**config.mk**
```make
export PLATFORM = sky130hd
export DESIGN_NAME = rv32m_dispatch
export DESIGN_NICKNAME = d
export VERILOG_FILES = /design/src/rtl/rv32m_dispatch.sv
export SDC_FILE = /design/constraint.sdc
export NUM_CORES = 1
export LEC_CHECK = 0
export CORE_MARGIN = 4
export CORE_UTILIZATION = 25
export DETAILED_ROUTE_END_ITERATION = 6
export HOLD_SLACK_MARGIN = 0.08
export PLACE_DENSITY_LB_ADDON = 0.3
export SYNTH_ARGS = -nofsm -noshare
export SYNTH_HDL_FRONTEND = slang
export SYNTH_SLANG_ARGS = --single-unit
export TNS_END_PERCENT = 10
```
**constraint.sdc**
```tcl
create_clock -name clk_i -period 4.1 [get_ports clk_i]
set_input_delay 0.41 -clock clk_i [delete_from_list [all_inputs] [get_ports clk_i]]
set_output_delay 0.41 -clock clk_i [all_outputs]
set_load 0.01 [all_outputs]
```
**src/rtl/rv32m_dispatch.sv**
```systemverilog
// RV32M dispatcher: accepts one request, drives an external multiplier (and divider
// when RV32M_DIV_EN is defined), guards the wait with a watchdog and returns the result.
module rv32m_dispatch (
  input  logic        clk_i,
  input  logic        rst_i,
  input  logic        valid_i,
  output logic        ready_o,
  input  logic [2:0]  funct3_i,
  input  logic [31:0] rs1_i,
  input  logic [31:0] rs2_i,
  input  logic [4:0]  rd_i,
  output logic        result_valid_o,
  input  logic        result_ready_i,
  output logic [31:0] result_o,
  output logic [4:0]  rd_o,
  output logic        illegal_o,
  output logic        mul_start_o,
  output logic [31:0] mul_op_A_o,
  output logic [31:0] mul_op_B_o,
  output logic        mul_ext_A_o,
  output logic        mul_ext_B_o,
  output logic        mul_upper_o,
  input  logic [31:0] mul_result_i,
  input  logic        mul_done_i
`ifdef RV32M_DIV_EN
  ,
  output logic        div_start_o,
  output logic [31:0] div_op_A_o,
  output logic [31:0] div_op_B_o,
  output logic        div_signed_o,
  output logic        div_rem_o,
  input  logic [31:0] div_result_i,
  input  logic        div_done_i
`endif
);

  typedef enum logic [1:0] {
    S_IDLE  = 2'd0,
    S_ISSUE = 2'd1,
    S_WAIT  = 2'd2,
    S_RESP  = 2'd3
  } state_t;

  localparam logic [5:0] WDOG_LAST = 6'd62;

  state_t      state_q, state_d;
  logic [2:0]  f3_q, f3_d;
  logic [31:0] rs1_q, rs1_d;
  logic [31:0] rs2_q, rs2_d;
  logic [4:0]  rd_q, rd_d;
  logic [31:0] result_q, result_d;
  logic        illegal_q, illegal_d;
  logic [5:0]  wdog_q, wdog_d;

  logic        sel_div;
  logic        busy;
  logic        unit_done;
  logic [31:0] unit_result;
  logic [2:0]  mul_ctl;

  // {ext_A, ext_B, upper} for the four multiply flavours
  function automatic logic [2:0] mul_decode(input logic [1:0] f);
    case (f)
      2'b00:   return 3'b110;
      2'b01:   return 3'b111;
      2'b10:   return 3'b101;
      default: return 3'b001;
    endcase
  endfunction

`ifdef RV32M_DIV_EN
  function automatic logic div_bypass(input logic [2:0] f, input logic [31:0] a,
                                      input logic [31:0] b);
    return (b == 32'd0) || (!f[0] && a == 32'h8000_0000 && b == 32'hFFFF_FFFF);
  endfunction

  // Architectural results for divide-by-zero and signed overflow
  function automatic logic [31:0] div_bypass_result(input logic [2:0] f, input logic [31:0] a,
                                                    input logic [31:0] b);
    if (b == 32'd0) return f[1] ? a : 32'hFFFF_FFFF;
    return f[1] ? 32'd0 : 32'h8000_0000;
  endfunction
`endif

  assign sel_div = f3_q[2];
  assign busy    = (state_q == S_ISSUE) || (state_q == S_WAIT);
  assign mul_ctl = mul_decode(f3_q[1:0]);

`ifdef RV32M_DIV_EN
  assign unit_done   = sel_div ? div_done_i   : mul_done_i;
  assign unit_result = sel_div ? div_result_i : mul_result_i;
`else
  assign unit_done   = mul_done_i;
  assign unit_result = mul_result_i;
`endif

  always_ff @(posedge clk_i or posedge rst_i) begin
    if (rst_i) state_q <= S_IDLE;
    else       state_q <= state_d;
  end

  always_ff @(posedge clk_i or posedge rst_i) begin
    if (rst_i) begin
      f3_q      <= 3'd0;
      rs1_q     <= 32'd0;
      rs2_q     <= 32'd0;
      rd_q      <= 5'd0;
      result_q  <= 32'd0;
      illegal_q <= 1'b0;
      wdog_q    <= 6'd0;
    end else begin
      f3_q      <= f3_d;
      rs1_q     <= rs1_d;
      rs2_q     <= rs2_d;
      rd_q      <= rd_d;
      result_q  <= result_d;
      illegal_q <= illegal_d;
      wdog_q    <= wdog_d;
    end
  end

  always_comb begin
    state_d   = state_q;
    f3_d      = f3_q;
    rs1_d     = rs1_q;
    rs2_d     = rs2_q;
    rd_d      = rd_q;
    result_d  = result_q;
    illegal_d = illegal_q;
    wdog_d    = wdog_q;
    case (state_q)
      S_IDLE: begin
        if (valid_i) begin
          f3_d      = funct3_i;
          rs1_d     = rs1_i;
          rs2_d     = rs2_i;
          rd_d      = rd_i;
          result_d  = 32'd0;
          illegal_d = 1'b0;
          if (!funct3_i[2]) begin
            state_d = S_ISSUE;
          end else begin
`ifdef RV32M_DIV_EN
            if (div_bypass(funct3_i, rs1_i, rs2_i)) begin
              result_d = div_bypass_result(funct3_i, rs1_i, rs2_i);
              state_d  = S_RESP;
            end else begin
              state_d = S_ISSUE;
            end
`else
            illegal_d = 1'b1;
            state_d   = S_RESP;
`endif
          end
        end
      end
      S_ISSUE: begin
        wdog_d  = 6'd0;
        state_d = S_WAIT;
      end
      S_WAIT: begin
        wdog_d = wdog_q + 6'd1;
        if (unit_done) begin
          result_d = unit_result;
          state_d  = S_RESP;
        end else if (wdog_q == WDOG_LAST) begin
          // 63rd wait cycle without completion: give up and flag it
          result_d  = 32'd0;
          illegal_d = 1'b1;
          state_d   = S_RESP;
        end
      end
      S_RESP: begin
        if (result_ready_i) state_d = S_IDLE;
      end
      default: state_d = S_IDLE;
    endcase
  end

  always_comb begin
    ready_o        = (state_q == S_IDLE);
    result_valid_o = (state_q == S_RESP);
    mul_start_o    = 1'b0;
    mul_op_A_o     = 32'd0;
    mul_op_B_o     = 32'd0;
    mul_ext_A_o    = 1'b0;
    mul_ext_B_o    = 1'b0;
    mul_upper_o    = 1'b0;
    if (busy && !sel_div) begin
      mul_start_o = (state_q == S_ISSUE);
      mul_op_A_o  = rs1_q;
      mul_op_B_o  = rs2_q;
      mul_ext_A_o = mul_ctl[2];
      mul_ext_B_o = mul_ctl[1];
      mul_upper_o = mul_ctl[0];
    end
`ifdef RV32M_DIV_EN
    div_start_o  = 1'b0;
    div_op_A_o   = 32'd0;
    div_op_B_o   = 32'd0;
    div_signed_o = 1'b0;
    div_rem_o    = 1'b0;
    if (busy && sel_div) begin
      div_start_o  = (state_q == S_ISSUE);
      div_op_A_o   = rs1_q;
      div_op_B_o   = rs2_q;
      div_signed_o = !f3_q[0];
      div_rem_o    = f3_q[1];
    end
`endif
  end

  assign result_o  = result_q;
  assign rd_o      = rd_q;
  assign illegal_o = illegal_q;

endmodule

```
==> run_1/met1.png <==
The bar under the picture is 50 um long.
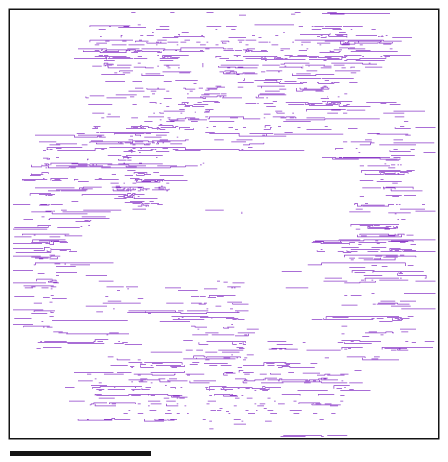
share of all routed wire	41%
main direction	horizontal
wire length on this layer	5760 um
nets with wire on the layer	622
longest straight run	31.3 um

==> run_1/met2.png <==
The bar under the picture is 50 um long. Cells faint in the background.
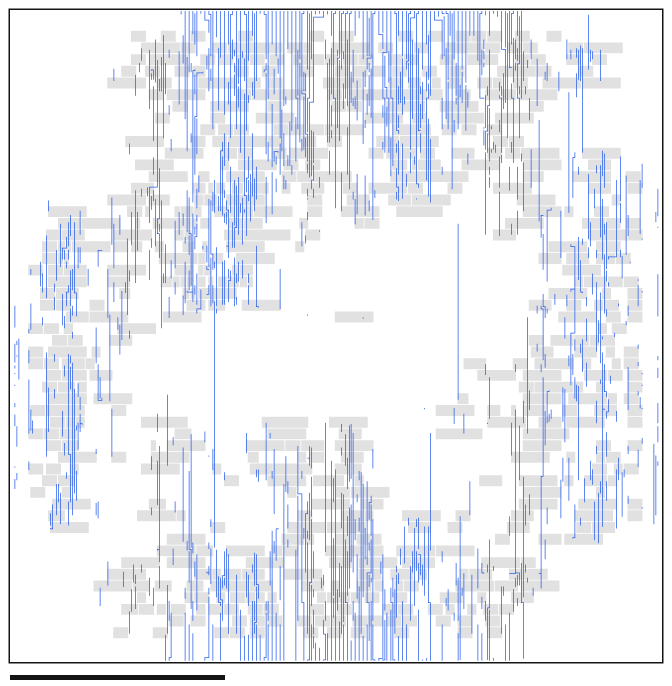
nets with wire on the layer	632
longest straight run	57.1 um

==> run_1/met3.png <==
The bar under the picture is 50 um long. Cells faint in the background.
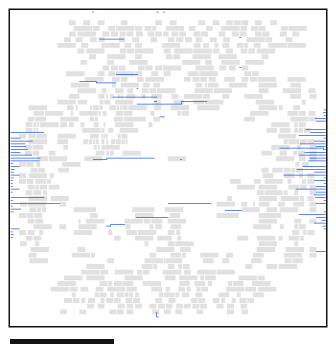
share of all routed wire	4.3%
longest straight run	23.2 um
nets with wire on the layer	78
wire length on this layer	604 um
main direction	horizontal
number of vias in the routed layout: 3631
sum of routed wire length over all layers: 14100 um
global routing usage on met3: 3.51%

==> results.py, run 1 <==
# Auto-generated metrics
metrics = {
    "status": {
        "outcome": "complete, no violations",
    },
    "cells_and_area": {
        "final_layout_size_suffix_gt1_share_pct": 23.7,
        "final-instance-count-excl-fill": 864,
        "multiInputCombCellCount": 220,
        "area_share_clock_buf_inv_pct": 8.09,
        "final_design_area_no_fill_um2": 8180,
        "area.growth.synth_to_final_pct": 58.7,
        "layout.cells.most_common_list": "sky130_fd_sc_hd__clkdlybuf4s50_1 (216), sky130_fd_sc_hd__dfrtp_1 (113), sky130_fd_sc_hd__and2_1 (65)",
        "clockBufferCount": 23,
    },
    "logic_synthesis": {
        "post_synth_tally_of_flip_flops_with_integrated_enable": 0,
        "ys_seq_elements": 113,
        "yosysTopAreaCellShare_pct": 54.8,
        "cell_types_with_the_highest_counts_after_synthesis": "sky130_fd_sc_hd__dfrtp_1 (113), sky130_fd_sc_hd__and2_1 (65), sky130_fd_sc_hd__mux2_4 (58)",
        "post_synth_instance_area_um2": 5160,
        "mux_share_pct": 20.3,
        "synth.largest_area_cell": "sky130_fd_sc_hd__dfrtp_1",
        "synth.cellmix.adderShare_pct": 1.46,
        "ys.flop_type": "sky130_fd_sc_hd__dfrtp_1",
        "synthTopCellsByArea": "sky130_fd_sc_hd__dfrtp_1 (55%), sky130_fd_sc_hd__mux2_4 (17%), sky130_fd_sc_hd__and2_1 (7.9%), sky130_fd_sc_hd__a22o_2 (5.4%), sky130_fd_sc_hd__buf_6 (3.1%)",
        "synth-compound-area-share_pct": 7.96,
        "yosys.stat.seqShare_pct": 54.8,
        "netlist_logic_family_top": "multiplexers",
        "netlist-cell-type-count": 34,
        "synth.most_common_cell": "sky130_fd_sc_hd__dfrtp_1",
        "synth_xor_xnor_area_share_pct": 0.170,
        "number_of_cells_produced_by_synthesis": 365,
        "synthesis.nets": 480,
    },
    "placed_design": {
        "hpwl_um": 10200,
        "post_dp_area_um2": 7520,
        "placed_cells_incl_taps": 832,
    },
    "timing": {
        "fmax_mhz": 276,
        "rsz0062_at_grt": "no",
        "hold_viol": 0,
        "timing.clock.skew_ns": 0.00967,
        "worst_pin_slew_ns": 0.814,
        "layout_worst_path_cycle_share_pct": 88.5,
    },
    "clock_tree": {
        "cts.repair_timing.setup_buffer_count": 0,
        "cts_tree": "yes",
        "cts.repair.resized": 0,
        "cts.path.max_buffers": 2,
        "ctsHoldBuffers": 0,
        "clock_tree.root_cell": "sky130_fd_sc_hd__clkbuf_16",
        "total_cts_buffers": 17,
        "cts.reportedPaths.clkPinSlew_ns": 0.05,
    },
    "pwr": {
        "internal_power_mw": 4.79,
        "power_leakage_nw": 3.61,
        "power_density_nw_per_um2": 838,
        "seq_pwr_mw": 1.97,
        "power-top-group": "combinational logic",
        "comb-power_mw": 3.22,
    },
    "critical_path": {
        "reg2reg_from": "state_q[1]",
        "worstSetupPathDepth": 6,
        "critical_path_arrival_ns": 3.22,
        "cp_data_required_time_ns": 3.69,
        "crit_path_top_delay_cell": "sky130_fd_sc_hd__nor2b_4",
        "critical_path.top_delay_family": "buffers and inverters",
        "endpoint": "mul_op_B_o[1]",
        "cp_cell_sequence": "inv_1 -> ha_1 -> nor2b_4 -> buf_4 -> and2_1 -> clkdlybuf4s50_1",
    },
    "grt": {
        "grt_usage_pct": 12.4,
        "grt_start_max_net_pins": 59,
        "grt_busiest_layer": "met2",
    },
    "flow_run": {
        "count_of_warning_messages_emitted_by_the_tools": 30,
        "maxCapViolations": 0,
    },
    "die": {
        "core_area_um2": 20200,
        "io_pins": 217,
        "fp-utilization_pct": 25.5,
        "well_tap_count": 270,
        "die_w_um": 152,
    },
    "routing": {
        "met1_length_um": 5760,
        "number_of_nets_with_antenna_violations_after_routing": 0,
        "route.detailed.drc": 0,
        "first_iter_violations": 141,
        "maxUsedRoutingLayer": "met4",
        "drt-vias-per-instance": 4.20,
    },
    "min_path": {
        "min_path_type": "in -> async",
    },
}
==> run_1/final_congestion.png <==
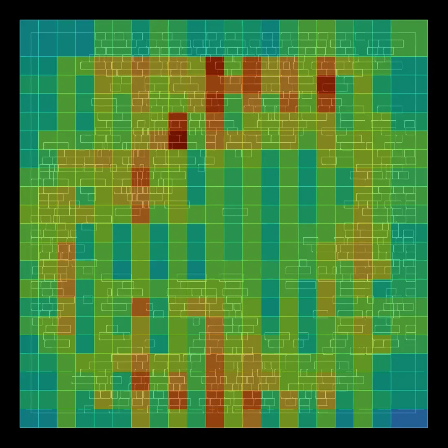

==> run 1 -> run 2 <==
GPL_TIMING_DRIVEN = 0   (was unset)
==> run_2/final_congestion.png <==
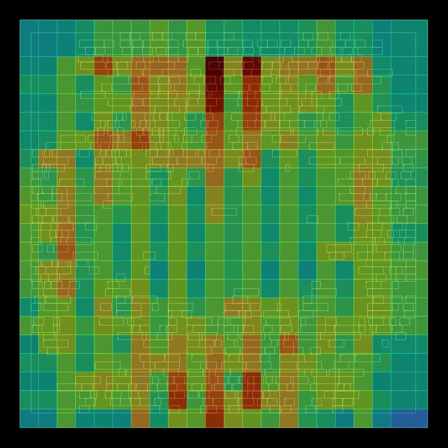
DR WL/cell: 16.3 um
final core area utilization: 41.1%
global-route met1 utilization: 15.6%

==> run_2/met1.png <==
The bar under the picture is 50 um long.
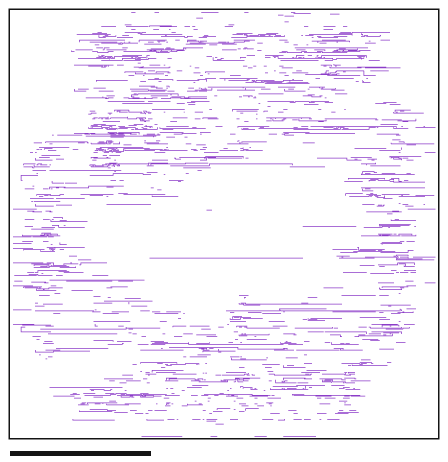
number of vias in the routed layout: 3668
sum of routed wire length over all layers: 14400 um

==> run_2/met4.png <==
The bar under the picture is 50 um long.
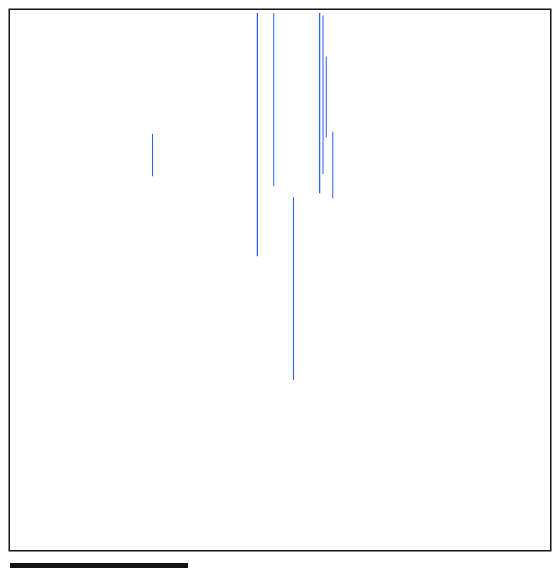
wire length on this layer	314 um
longest straight run	68.0 um

==> run 2 against run 1 <==
  * Flip-flop count unchanged
  * Via count up 1.0%
  * First-iteration DRC count down 33%
  * Clock power down 5%
  * Count of clock-buffer cells in the layout down 6
  * Register-to-register slack better by 0.71 ns
  * Critical path depth up 1
  * Final cell count up 2.3%
  * Clock skew down 0.0018 ns
  * Worst hold slack worse by 0.051 ns
  * Setup slack better by 0.40 ns
  * Critical path type unchanged
==> results.py, run 2 <==
# Auto-generated metrics
metrics = {
    "status": {
        "outcome": "complete, no violations",
    },
    "clock_tree": {
        "clock_tree.root_cell": "sky130_fd_sc_hd__clkbuf_16",
        "cts_tree": "yes",
        "cts.repair.resized": 0,
        "cts.repair_timing.setup_buffer_count": 0,
        "cts.reportedPaths.clkPinSlew_ns": 0.06,
        "total_cts_buffers": 17,
        "ctsHoldBuffers": 0,
    },
    "die": {
        "well_tap_count": 270,
        "fp-utilization_pct": 25.5,
        "io_pins": 217,
        "die_w_um": 152,
    },
    "grt": {
        "number_of_global_route_vias_before_repair": 3997,
        "global_route.overflow_total": 0,
        "met2_usage_pct": 20.8,
        "grt_usage_pct": 12.4,
        "use_met3_pct": 3.06,
        "grt_start_max_net_pins": 61,
    },
    "critical_path": {
        "endpoint": "mul_op_B_o[20]",
        "worstSetupPathDepth": 7,
        "critical_path_arrival_ns": 2.82,
        "cp_cell_sequence": "inv_1 -> ha_1 -> nor2b_1 -> clkbuf_2 -> clkbuf_1 -> and2_1 -> clkdlybuf4s50_1",
        "crit_path_top_delay_cell": "sky130_fd_sc_hd__clkdlybuf4s50_1",
        "reg2reg_from": "state_q[0]",
        "critical_path.top_delay_family": "buffers and inverters",
        "cp_data_required_time_ns": 3.69,
    },
    "routing": {
        "met1_length_um": 5930,
        "route.detailed.drc": 0,
        "maxUsedRoutingLayer": "met4",
        "drt-vias-per-instance": 4.15,
        "first_iter_violations": 95,
    },
    "timing": {
        "timing.clock.skew_ns": 0.00784,
        "fmax_mhz": 309,
        "rsz0062_at_grt": "no",
        "layout_worst_path_cycle_share_pct": 78.8,
        "timing.hold.ws_ns": 0.427,
        "worst_pin_slew_ns": 0.520,
        "max_slew_margin_pct": 65.3,
        "hold_viol": 0,
    },
    "cells_and_area": {
        "layout.cells.most_common_list": "sky130_fd_sc_hd__clkdlybuf4s50_1 (216), sky130_fd_sc_hd__dfrtp_1 (113), sky130_fd_sc_hd__and2_1 (65)",
        "multiInputCombCellCount": 220,
        "area.growth.synth_to_final_pct": 61.4,
        "clockBufferCount": 17,
        "area_share_clock_buf_inv_pct": 7.61,
        "final_design_area_no_fill_um2": 8320,
        "final_layout_size_suffix_gt1_share_pct": 25.6,
        "final-instance-count-excl-fill": 884,
    },
    "logic_synthesis": {
        "mux_share_pct": 20.3,
        "post_synth_tally_of_flip_flops_with_integrated_enable": 0,
        "cell_types_with_the_highest_counts_after_synthesis": "sky130_fd_sc_hd__dfrtp_1 (113), sky130_fd_sc_hd__and2_1 (65), sky130_fd_sc_hd__mux2_4 (58)",
        "number_of_cells_produced_by_synthesis": 365,
        "yosysWarnings": 0,
        "post_synth_instance_area_um2": 5160,
        "netlist_logic_family_top": "multiplexers",
        "netlist-cell-type-count": 34,
        "synthTopCellsByArea": "sky130_fd_sc_hd__dfrtp_1 (55%), sky130_fd_sc_hd__mux2_4 (17%), sky130_fd_sc_hd__and2_1 (7.9%), sky130_fd_sc_hd__a22o_2 (5.4%), sky130_fd_sc_hd__buf_6 (3.1%)",
        "ys_seq_elements": 113,
        "yosysTopAreaCellShare_pct": 54.8,
        "synth.most_common_cell": "sky130_fd_sc_hd__dfrtp_1",
        "synth.largest_area_cell": "sky130_fd_sc_hd__dfrtp_1",
        "yosys.stat.seqShare_pct": 54.8,
        "synth_xor_xnor_area_share_pct": 0.170,
        "synth.cellmix.adderShare_pct": 1.46,
        "ys.flop_type": "sky130_fd_sc_hd__dfrtp_1",
    },
    "min_path": {
        "min_path_type": "in -> async",
    },
    "pwr": {
        "power_leakage_nw": 3.68,
        "switching_power_mw": 2.17,
        "comb-power_mw": 3.37,
        "seq_pwr_mw": 1.95,
        "internal_power_mw": 4.74,
    },
    "flow_run": {
        "count_of_warning_messages_emitted_by_the_tools": 30,
        "maxCapViolations": 0,
    },
    "placed_design": {
        "hpwl_um": 10800,
        "post_dp_area_um2": 7690,
        "placed_cells_incl_taps": 852,
        "place.gp.congestion": 0.742,
    },
}
==> run_2/met2.png <==
The bar under the picture is 50 um long. Cells faint in the background.
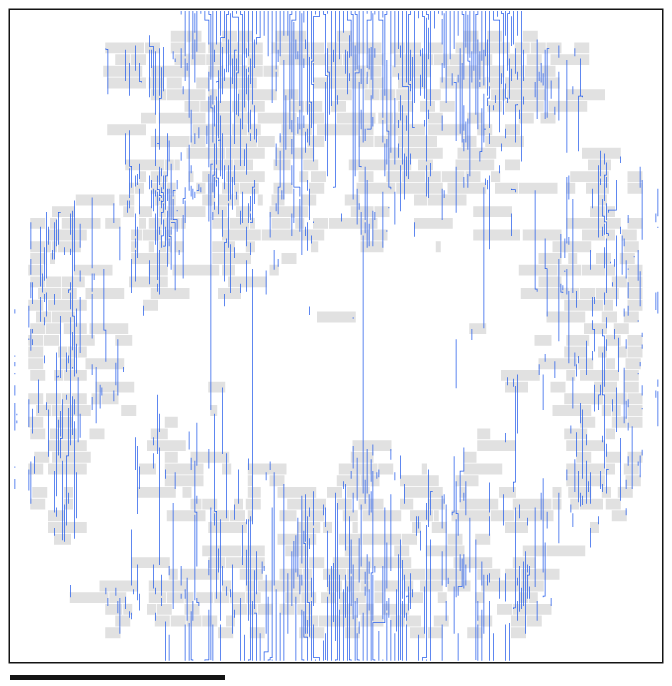

==> run 2 -> run 3 <==
clock period = 3 ns   (was 4.1 ns; I/O delays follow)
==> run_3/met2.png <==
The bar under the picture is 50 um long. Cells faint in the background.
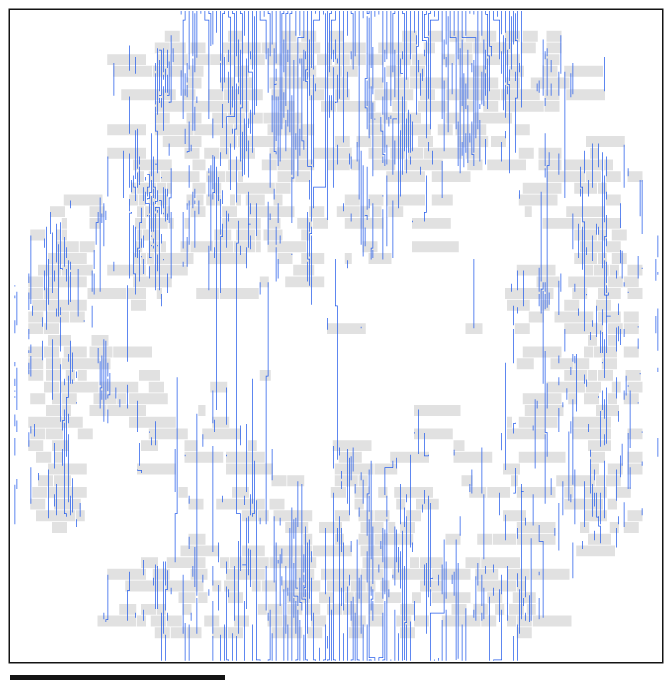
share of all routed wire	52%
nets with wire on the layer	645
longest straight run	62.9 um
sum of routed wire length over all layers: 14700 um
met2 global-route usage: 21.6%
number of vias in the routed layout: 3700

==> run_3/met1.png <==
The bar under the picture is 50 um long.
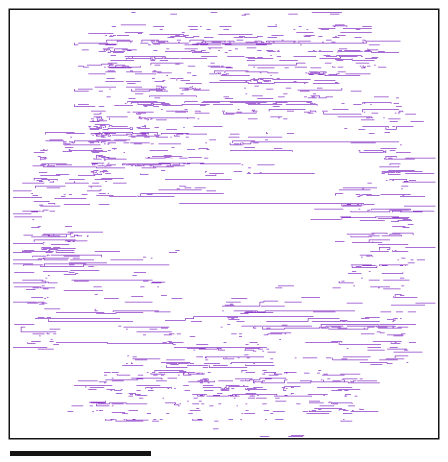
global-route met1 utilization: 14.8%

==> run_3/met3.png <==
The bar under the picture is 50 um long. Cells faint in the background.
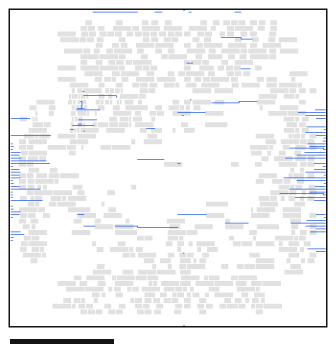
nets with wire on the layer	87
main direction	horizontal

==> run 3 against run 2 <==
  * Flip-flop count unchanged
  * Clock power increased by 46%
  * Global-route usage increased by 0.18 points
  * Clock skew about the same
  * Largest power group unchanged
  * Highest routed layer unchanged
==> results.py, run 3 <==
# Auto-generated metrics
metrics = {
    "min_path": {
        "min_path_type": "in -> async",
    },
    "die": {
        "die_w_um": 152,
        "io_pins": 217,
        "well_tap_count": 270,
    },
    "cells_and_area": {
        "layout.cells.most_common_list": "sky130_fd_sc_hd__clkdlybuf4s50_1 (216), sky130_fd_sc_hd__dfrtp_1 (113), sky130_fd_sc_hd__and2_1 (65)",
        "postLayoutCoreUtil_pct": 41.5,
        "area.growth.synth_to_final_pct": 62.9,
        "final_design_area_no_fill_um2": 8400,
        "area_share_clock_buf_inv_pct": 7.94,
    },
    "placed_design": {
        "placed_cells_incl_taps": 853,
        "hpwl_um": 11000,
        "post_dp_area_um2": 7700,
    },
    "critical_path": {
        "critical_path.top_delay_family": "buffers and inverters",
        "crit_path_top_delay_cell": "sky130_fd_sc_hd__clkdlybuf4s50_1",
        "cp_cell_sequence": "inv_1 -> ha_1 -> nor2b_4 -> clkbuf_8 -> clkbuf_2 -> and2_1 -> clkdlybuf4s50_1",
        "critical_path_arrival_ns": 2.50,
        "worstSetupPathDepth": 7,
    },
    "routing": {
        "wl_per_cell_um": 16.7,
        "route.detailed.drc": 0,
        "maxUsedRoutingLayer": "met4",
        "first_iter_violations": 110,
        "met1_length_um": 5970,
    },
    "clock_tree": {
        "clock_tree.root_cell": "sky130_fd_sc_hd__clkbuf_16",
        "cts_tree": "yes",
        "cts.reportedPaths.clkPinSlew_ns": 0.06,
        "cts.repair.resized": 8,
    },
    "pwr": {
        "switching_power_mw": 2.92,
        "internal_power_mw": 6.74,
    },
    "flow_run": {
        "count_of_warning_messages_emitted_by_the_tools": 30,
        "maxCapViolations": 0,
    },
    "grt": {
        "grt_start_max_net_pins": 41,
        "global_route.overflow_total": 0,
        "use_met3_pct": 3.27,
    },
    "logic_synthesis": {
        "yosysWarnings": 0,
        "yosys.stat.seqShare_pct": 54.8,
        "ys_seq_elements": 113,
        "yosysTopAreaCellShare_pct": 54.8,
        "number_of_cells_produced_by_synthesis": 365,
        "synth.most_common_cell": "sky130_fd_sc_hd__dfrtp_1",
        "post_synth_tally_of_flip_flops_with_integrated_enable": 0,
        "synth.largest_area_cell": "sky130_fd_sc_hd__dfrtp_1",
        "mux_share_pct": 20.3,
        "synthTopCellsByArea": "sky130_fd_sc_hd__dfrtp_1 (55%), sky130_fd_sc_hd__mux2_4 (17%), sky130_fd_sc_hd__and2_1 (7.9%), sky130_fd_sc_hd__a22o_2 (5.4%), sky130_fd_sc_hd__buf_6 (3.1%)",
        "post_synth_instance_area_um2": 5160,
    },
    "timing": {
        "layout_worst_path_cycle_share_pct": 93.3,
        "max_slew_margin_pct": 43.0,
        "worst_pin_slew_ns": 0.854,
    },
    "status": {
        "outcome": "complete, no violations",
    },
}
No activity file was given, so power comes from the tool's default toggle rates.
